**config.mk**
```make
export PLATFORM = sky130hd
export DESIGN_NAME = dct_sample_packer
export DESIGN_NICKNAME = d
export VERILOG_FILES = /design/src/rtl/dct_sample_packer.sv
export SDC_FILE = /design/constraint.sdc
export NUM_CORES = 1
export LEC_CHECK = 0
export ABC_AREA = 0
export ABC_CLOCK_PERIOD_IN_PS = 5300
export CORE_AREA = 2 2 124 126
export CTS_CLUSTER_SIZE = 10
export DETAILED_ROUTE_END_ITERATION = 12
export DIE_AREA = 0 0 126 128
export PLACE_DENSITY_LB_ADDON = 0.05
export SLEW_MARGIN = 10
export SYNTH_ARGS = -nofsm -noshare
export SYNTH_HDL_FRONTEND = slang
export SYNTH_SLANG_ARGS = --single-unit
export TNS_END_PERCENT = 10
```
**constraint.sdc**
```tcl
create_clock -name clk_i -period 5.3 [get_ports clk_i]
set_input_delay 0.53 -clock clk_i [delete_from_list [all_inputs] [get_ports clk_i]]
set_output_delay 0.53 -clock clk_i [all_outputs]
set_load 0.02 [all_outputs]
```
**src/rtl/dct_sample_packer.sv**
```systemverilog
// dct_sample_packer
// Packs a serial stream of signed samples into BLK_LEN-sample vectors for the
// 4-point DCT. Two ping-pong banks let the write side fill one vector while the
// read side presents the other, so one sample per clock is sustained.
// blk_o[0] is the oldest sample of the vector.

module dct_sample_packer #(
    parameter int DATA_W  = 8,
    parameter int BLK_LEN = 4
) (
    input  logic                           clk_i,
    input  logic                           rst_n_i,
    input  logic [DATA_W-1:0]              smp_i,
    input  logic                           smp_valid_i,
    input  logic                           smp_last_i,
    output logic                           smp_ready_o,
    output logic [BLK_LEN-1:0][DATA_W-1:0] blk_o,
    output logic [2:0]                     blk_cnt_o,
    output logic                           blk_last_o,
    output logic                           blk_valid_o,
    input  logic                           blk_ready_i
);

    localparam int                WCNT_W   = (BLK_LEN > 1) ? $clog2(BLK_LEN) : 1;
    localparam logic [WCNT_W-1:0] WCNT_MAX = WCNT_W'(BLK_LEN - 1);

    // Per-bank storage: samples, occupancy, real-sample count and stream-end flag.
    logic [DATA_W-1:0] bank_data [2][BLK_LEN];
    logic [1:0]        bank_full;
    logic [2:0]        bank_cnt  [2];
    logic [1:0]        bank_last;

    logic              wr_bank;
    logic              rd_bank;
    logic [WCNT_W-1:0] wr_cnt;

    logic              accept;
    logic              close_blk;
    logic              pop;

    // Handshake decode; everything here depends on registered state except the
    // qualifying valid/last/ready inputs, so smp_ready_o has no input path.
    assign smp_ready_o = !bank_full[wr_bank];
    assign accept      = smp_valid_i && smp_ready_o;
    assign close_blk   = accept && (smp_last_i || (wr_cnt == WCNT_MAX));
    assign blk_valid_o = bank_full[rd_bank];
    assign pop         = blk_valid_o && blk_ready_i;
    assign blk_cnt_o   = bank_cnt[rd_bank];
    assign blk_last_o  = bank_last[rd_bank];

    // Present the read bank; when empty this is stale data the consumer ignores.
    always_comb begin
        // NOTE: every output of a combinational block gets a value on every path,
        // otherwise synthesis infers a latch to hold the old value.
        blk_o = '0;
        for (int i = 0; i < BLK_LEN; i++) begin
            blk_o[i] = bank_data[rd_bank][i];
        end
    end

    // Write slot counter and bank pointers.
    always_ff @(posedge clk_i or negedge rst_n_i) begin
        // NOTE: state updates use non-blocking assignments so every register
        // samples the pre-edge values, independent of statement order.
        if (!rst_n_i) begin
            wr_bank <= 1'b0;
            rd_bank <= 1'b0;
            wr_cnt  <= '0;
        end else begin
            if (accept) begin
                wr_cnt <= close_blk ? '0 : wr_cnt + WCNT_W'(1);
            end
            if (close_blk) begin
                wr_bank <= ~wr_bank;
            end
            if (pop) begin
                rd_bank <= ~rd_bank;
            end
        end
    end

    // Bank bookkeeping: a close fills the write bank, a pop frees the read bank.
    // The two never target the same bank in one cycle because a full bank
    // blocks acceptance, so both may take effect together.
    always_ff @(posedge clk_i or negedge rst_n_i) begin
        if (!rst_n_i) begin
            bank_full <= '0;
            bank_last <= '0;
            for (int b = 0; b < 2; b++) begin
                bank_cnt[b] <= '0;
            end
        end else begin
            for (int b = 0; b < 2; b++) begin
                if (pop && (rd_bank == 1'(b))) begin
                    bank_full[b] <= 1'b0;
                end
                if (close_blk && (wr_bank == 1'(b))) begin
                    bank_full[b] <= 1'b1;
                    bank_cnt[b]  <= 3'(wr_cnt) + 3'd1;
                    bank_last[b] <= smp_last_i;
                end
            end
        end
    end

    // Sample storage: write the accepted sample and zero-pad unused slots on close.
    always_ff @(posedge clk_i or negedge rst_n_i) begin
        // NOTE: the sample banks are reset on purpose: blk_o must read zero out of
        // reset, which costs a reset net on each storage flop.
        if (!rst_n_i) begin
            for (int b = 0; b < 2; b++) begin
                for (int i = 0; i < BLK_LEN; i++) begin
                    bank_data[b][i] <= '0;
                end
            end
        end else if (accept) begin
            for (int i = 0; i < BLK_LEN; i++) begin
                if (i == int'(wr_cnt)) begin
                    bank_data[wr_bank][i] <= smp_i;
                end else if (close_blk && (i > int'(wr_cnt))) begin
                    bank_data[wr_bank][i] <= '0;
                end
            end
        end
    end

endmodule

```
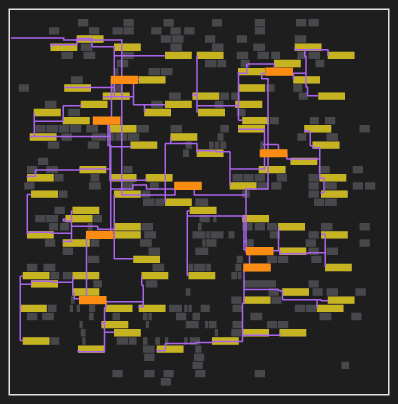
Fig. 1. Clock network drawn from the DEF (run 1).
Scale: 3 px per um.
legend:
  orange:
    item: cells driving clock nets
    count: 9
  purple:
    item: clock wires
    length: 1240 um
  yellow:
    item: flip-flops
    count: 78
flops lie: spread over the die

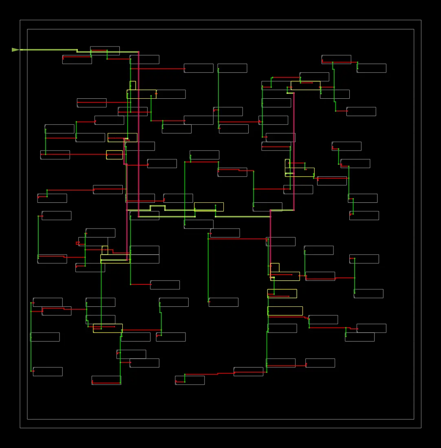
Fig. 2. Clock wiring as the flow saved it (run 1).
number of buffers inserted during clock tree synthesis: 9
clock tree buffer count of the final layout: 11
post-route clock skew: 0.00575 ns
number of clock sinks: 78
clk pwr: 0.000623 W

==> impl_metrics.tcl, run 1 <==
# flow metrics
set metrics [dict create \
    outcome "completed" \
    flops 78 \
    comb_area_share_pct 33.9 \
    route.final.wire_length_um 10500 \
    h-tree-depth 3 \
    top_signal_layer_used "met4" \
    cts-root-buf "sky130_fd_sc_hd__clkbuf_16" \
    number_of_global_route_vias_before_repair 2705 \
    endpoint "blk_o[13]" \
    flop_area_sq_um 1950 \
    layout_top_cell_excl_fill_tap "sky130_fd_sc_hd__dfrtp_1" \
    synth_top_cell_by_count "sky130_fd_sc_hd__dfrtp_1" \
    final_cells 507 \
    drtIter0Drc 116 \
    fp.dieH_um 128 \
    first_pass_grt_wire_length_um 16300 \
    max_freq_mhz 314 \
    timing.critical_path.slowest_cell_delay_ns 0.95 \
    final_util_pct 30.7 \
    topCellsByArea "sky130_fd_sc_hd__dfrtp_1 54%, sky130_fd_sc_hd__mux2_2 18%, sky130_fd_sc_hd__a22o_1 7.7%" \
    drv.max_cap_violation_count 0 \
    crit_reg_reg_endpoint "bank_cnt[3]$_DFFE_PN0P_" \
    worst_endpoint_required_time_ns 4.77 \
    initial_utilization_pct 24.5 \
    cell_area_synth_sq_um 3640 \
    wl_met1_um 5140 \
    area.growth.synth_to_final_pct 25.3 \
    dp_cells 492 \
    vias 2490 \
    largest_reg_flops 64 \
    setup.worst_path.end_class "primary output" \
    aggregate_global_routing_overflow 0 \
    synth_cell_types 28 \
    numPortBuffers 50 \
    grt_use_total_pct 13.4 \
    worst-path-max-fanout 23 \
    yosys.stat.seqShare_pct 53.6 \
    fp.coreArea_sq_um 14900 \
    pwr-share-comb_pct 45.7 \
    tap-cell-count 188 \
    clock.latency.late_pin_ns 0.34 \
    seq_power_share_pct 33.7 \
    cts_hold_fix_bufs 0 \
    count_of_fill_cells_added_during_filler_insertion 1544 \
    numSynthFlops 78 \
    synth_cells 279 \
    yosys-top-cells-count "78 x sky130_fd_sc_hd__dfrtp_1, 57 x sky130_fd_sc_hd__mux2_2, 32 x sky130_fd_sc_hd__a22o_1" \
    power.share.switching_pct 35.7 \
    ant_nets 0 \
    worst_slew_margin_rel_pct 21.1 \
    grt_start_max_net_pins 79 \
    leakage_power_of_the_design_nw 1.95 \
    final_critical_path_setup_slack_ns 2.12 \
    n_multi_input_combinational_cell 167 \
    setup_violators_final 0 \
    met2RoutedLength_um 4880 \
    max-clock-path-buffers 2 \
    dpl-instance-area_sq_um 4280 \
    reg_top3 "bank_data (64), bank_cnt (6)" \
    place_ws_ns 2.43 \
    openroad.warnings 29 \
    finalInstanceArea_sq_um 4570 \
    timing.final.crit_period_ns 3.18 \
]
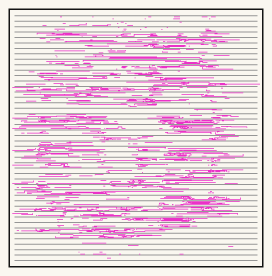
Fig. 3. M1 wires (run 1).
Scale: 2 px per um. Supply wires on this layer in gray.
nets with wire on the layer: 297
share of all routed wire: 49%
wire length on this layer: 5140 um

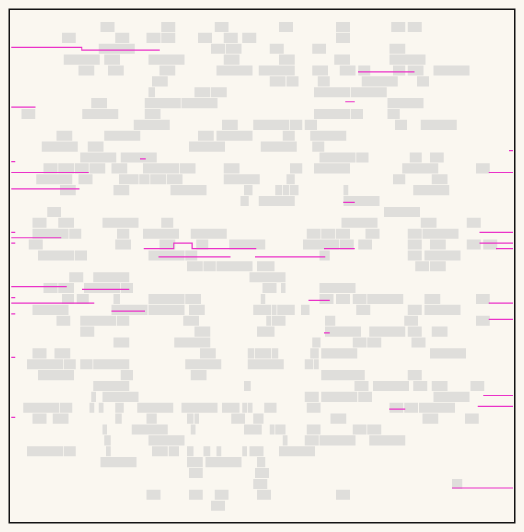
Fig. 4. The metal 3 layer (run 1).
Scale: 4 px per um.
longest straight run: 20.5 um
main direction: horizontal
wire length on this layer: 321 um

[run 1: power by group through the flow]
stage,sequential (W),clock (W),combinational [W]
finish,0.00102,0.000623,0.00139
global route,0.00106,0.000670,0.00150
CTS,0.00102,0.000643,0.00141
detailed placement,0.00103,0,0.00140
global placement,0.00104,0,0.00140
floorplan,0.000942,0,0.000978
[run 1: cell families after synthesis]
| kind of cell | count (synthesis) | share of synthesized area, % |
|---|---|---|
| compound gates | 78 | 18.8 |
| fa+ha+maj | 4 | 1.37 |
| buf+inv | 34 | 3.98 |
| flops | 78 | 53.6 |
| mux | 59 | 18.2 |
| simple gates | 26 | 4.12 |
[run 1: layer usage]
metal / GRT usage, % / up-vias
li1: - / 1139
met1: 18.3 / 1300
met2: 21.0 / 40
met3: 2.63 / 11
met4: 5.43 / 0
met5: 0 / -
Fig. 5: run 1, cell area per tile
Scale: 3 px per um. 13 x 13 tiles, from white (low) to dark blue (high), 0 to 100% covered.
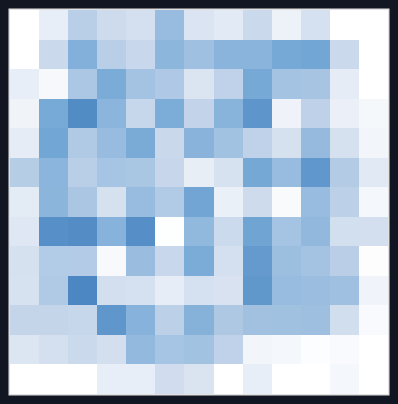

==> run 2, diff against run 1 <==
Settings changed: ABC_CLOCK_PERIOD_IN_PS 5300 to 2900.
Clock period 5.3 ns to 2.9 ns, I/O delays scaled along.
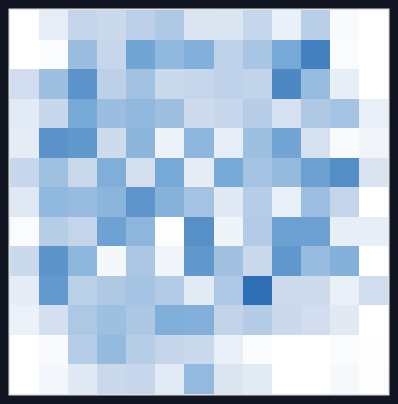
Fig. 6. Cell area per tile (run 2).
Scale: 3 px per um. 13 x 13 tiles, from white (low) to dark blue (high), 0 to 100% covered.
emptiest ninth of the die: lower right
fullest tile: 75%
nearly empty tiles: 11%
mean over tiles: 27%

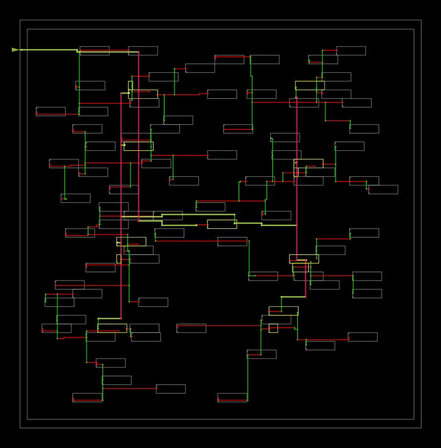
Fig. 7. Clock wiring as the flow saved it (run 2).
Clk Latency, worst-skew pair: 0.34 ns
clk pwr: 0.00104 W
post-route clock skew: 0.00448 ns

==> impl_metrics.tcl, run 2 <==
# flow metrics
set metrics [dict create \
    final.clkbuf_count 13 \
    flop_area_sq_um 1950 \
    leakage_power_of_the_design_nw 1.95 \
    largest_reg_flops 64 \
    route.final.wire_length_um 10700 \
    grt_start_max_net_pins 79 \
    outcome "completed" \
    clock_sink_count 78 \
    h-tree-depth 3 \
    wl_met1_um 5200 \
    yosys.stat.seqShare_pct 53.6 \
    combGateArea_sq_um 1550 \
    n_multi_input_combinational_cell 167 \
    pwr-share-comb_pct 48.0 \
    ant_nets 0 \
    topCellsByArea "sky130_fd_sc_hd__dfrtp_1 54%, sky130_fd_sc_hd__mux2_2 18%, sky130_fd_sc_hd__a22o_1 7.7%" \
    grt_use_total_pct 13.9 \
    synth_cell_types 28 \
    power.share.switching_pct 36.2 \
    layout_top_cell_excl_fill_tap "sky130_fd_sc_hd__dfrtp_1" \
    max_flop_register "bank_data" \
    power_leader "combinational logic" \
    p_comb_w 0.00263 \
    globalRoute.busiestLayer "met2" \
    fp.coreArea_sq_um 14900 \
    reg_top3 "bank_data (64), bank_cnt (6)" \
    met1_usage_pct 19.4 \
    synth_cells 279 \
    worst-path-max-fanout 42 \
    yosys-top-cells-count "78 x sky130_fd_sc_hd__dfrtp_1, 57 x sky130_fd_sc_hd__mux2_2, 32 x sky130_fd_sc_hd__a22o_1" \
    sequentialPower_w 0.00181 \
    flops 78 \
    max-clock-path-buffers 2 \
    openroad.warnings 29 \
    global_route.usage.met2_pct 21.3 \
    fp.dieH_um 128 \
    number_of_global_route_vias_before_repair 2648 \
    met2RoutedLength_um 4920 \
    vias 2485 \
    numPortBuffers 50 \
    timing.critical_path.slowest_cell_delay_ns 0.55 \
    area.growth.synth_to_final_pct 25.4 \
    drtIter0Drc 136 \
    fin_crit_sh_pct 76.6 \
    cts-root-buf "sky130_fd_sc_hd__clkbuf_16" \
    synth_top_cell_by_count "sky130_fd_sc_hd__dfrtp_1" \
    seq_power_share_pct 33.1 \
    tritoncts.num_buffers 9 \
    setup_violators_final 0 \
    setup.worst_path.end_class "primary output" \
    max_freq_mhz 450 \
    grt.met3_usage_pct 2.59 \
    initial_utilization_pct 24.5 \
    drv.max_cap_violation_count 0 \
    worst_slew_margin_rel_pct 27.1 \
    cell_area_synth_sq_um 3640 \
    top_signal_layer_used "met4" \
    crit_reg_reg_endpoint "bank_data[51]$_DFFE_PN0P_" \
    cts_hold_fix_bufs 0 \
]
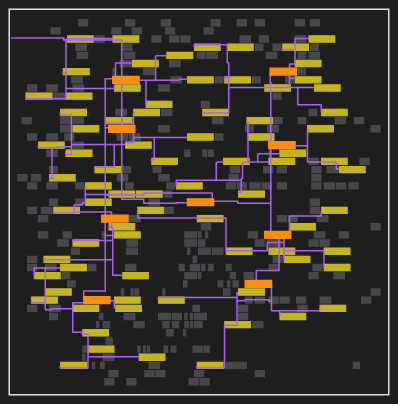
Fig. 8. Clock network drawn from the DEF (run 2).
Scale: 3 px per um.
legend:
  orange:
    item: cells driving clock nets
    count: 9
  yellow:
    item: flip-flops
    count: 78
  purple:
    item: clock wires
    length: 1270 um
flops lie: spread over the die
routed clock nets: 10

## run 2: cell counts after synthesis
No cell type changed its count.
## run 2: kinds of logic after synthesis
kind of cell / share of synthesized area, %
muxes: 18.2
and+or+nand+nor: 4.12
adders and majority gates: 1.37
DFF: 53.6
buffers and inverters: 3.98
AOI/OAI and AO/OA: 18.8
## run 2: through the flow
stage | setup WS (ns) | instances | total power (W) | area, sq um | utilization, %
after detailed placement | 0.614 | 495 | 0.00448 | 4310 | 29.0
after global routing | 0.628 | 509 | 0.00584 | 4570 | 30.7
after floorplan | 1.11 | 279 | 0.00351 | 3640 | -
after global placement | 0.643 | 495 | 0.00448 | 4310 | 29.0
after CTS | 0.658 | 509 | 0.00555 | 4570 | 30.7
final | 0.678 | 509 | 0.00547 | 4570 | 30.7
Power and IR drop assume default switching activity.
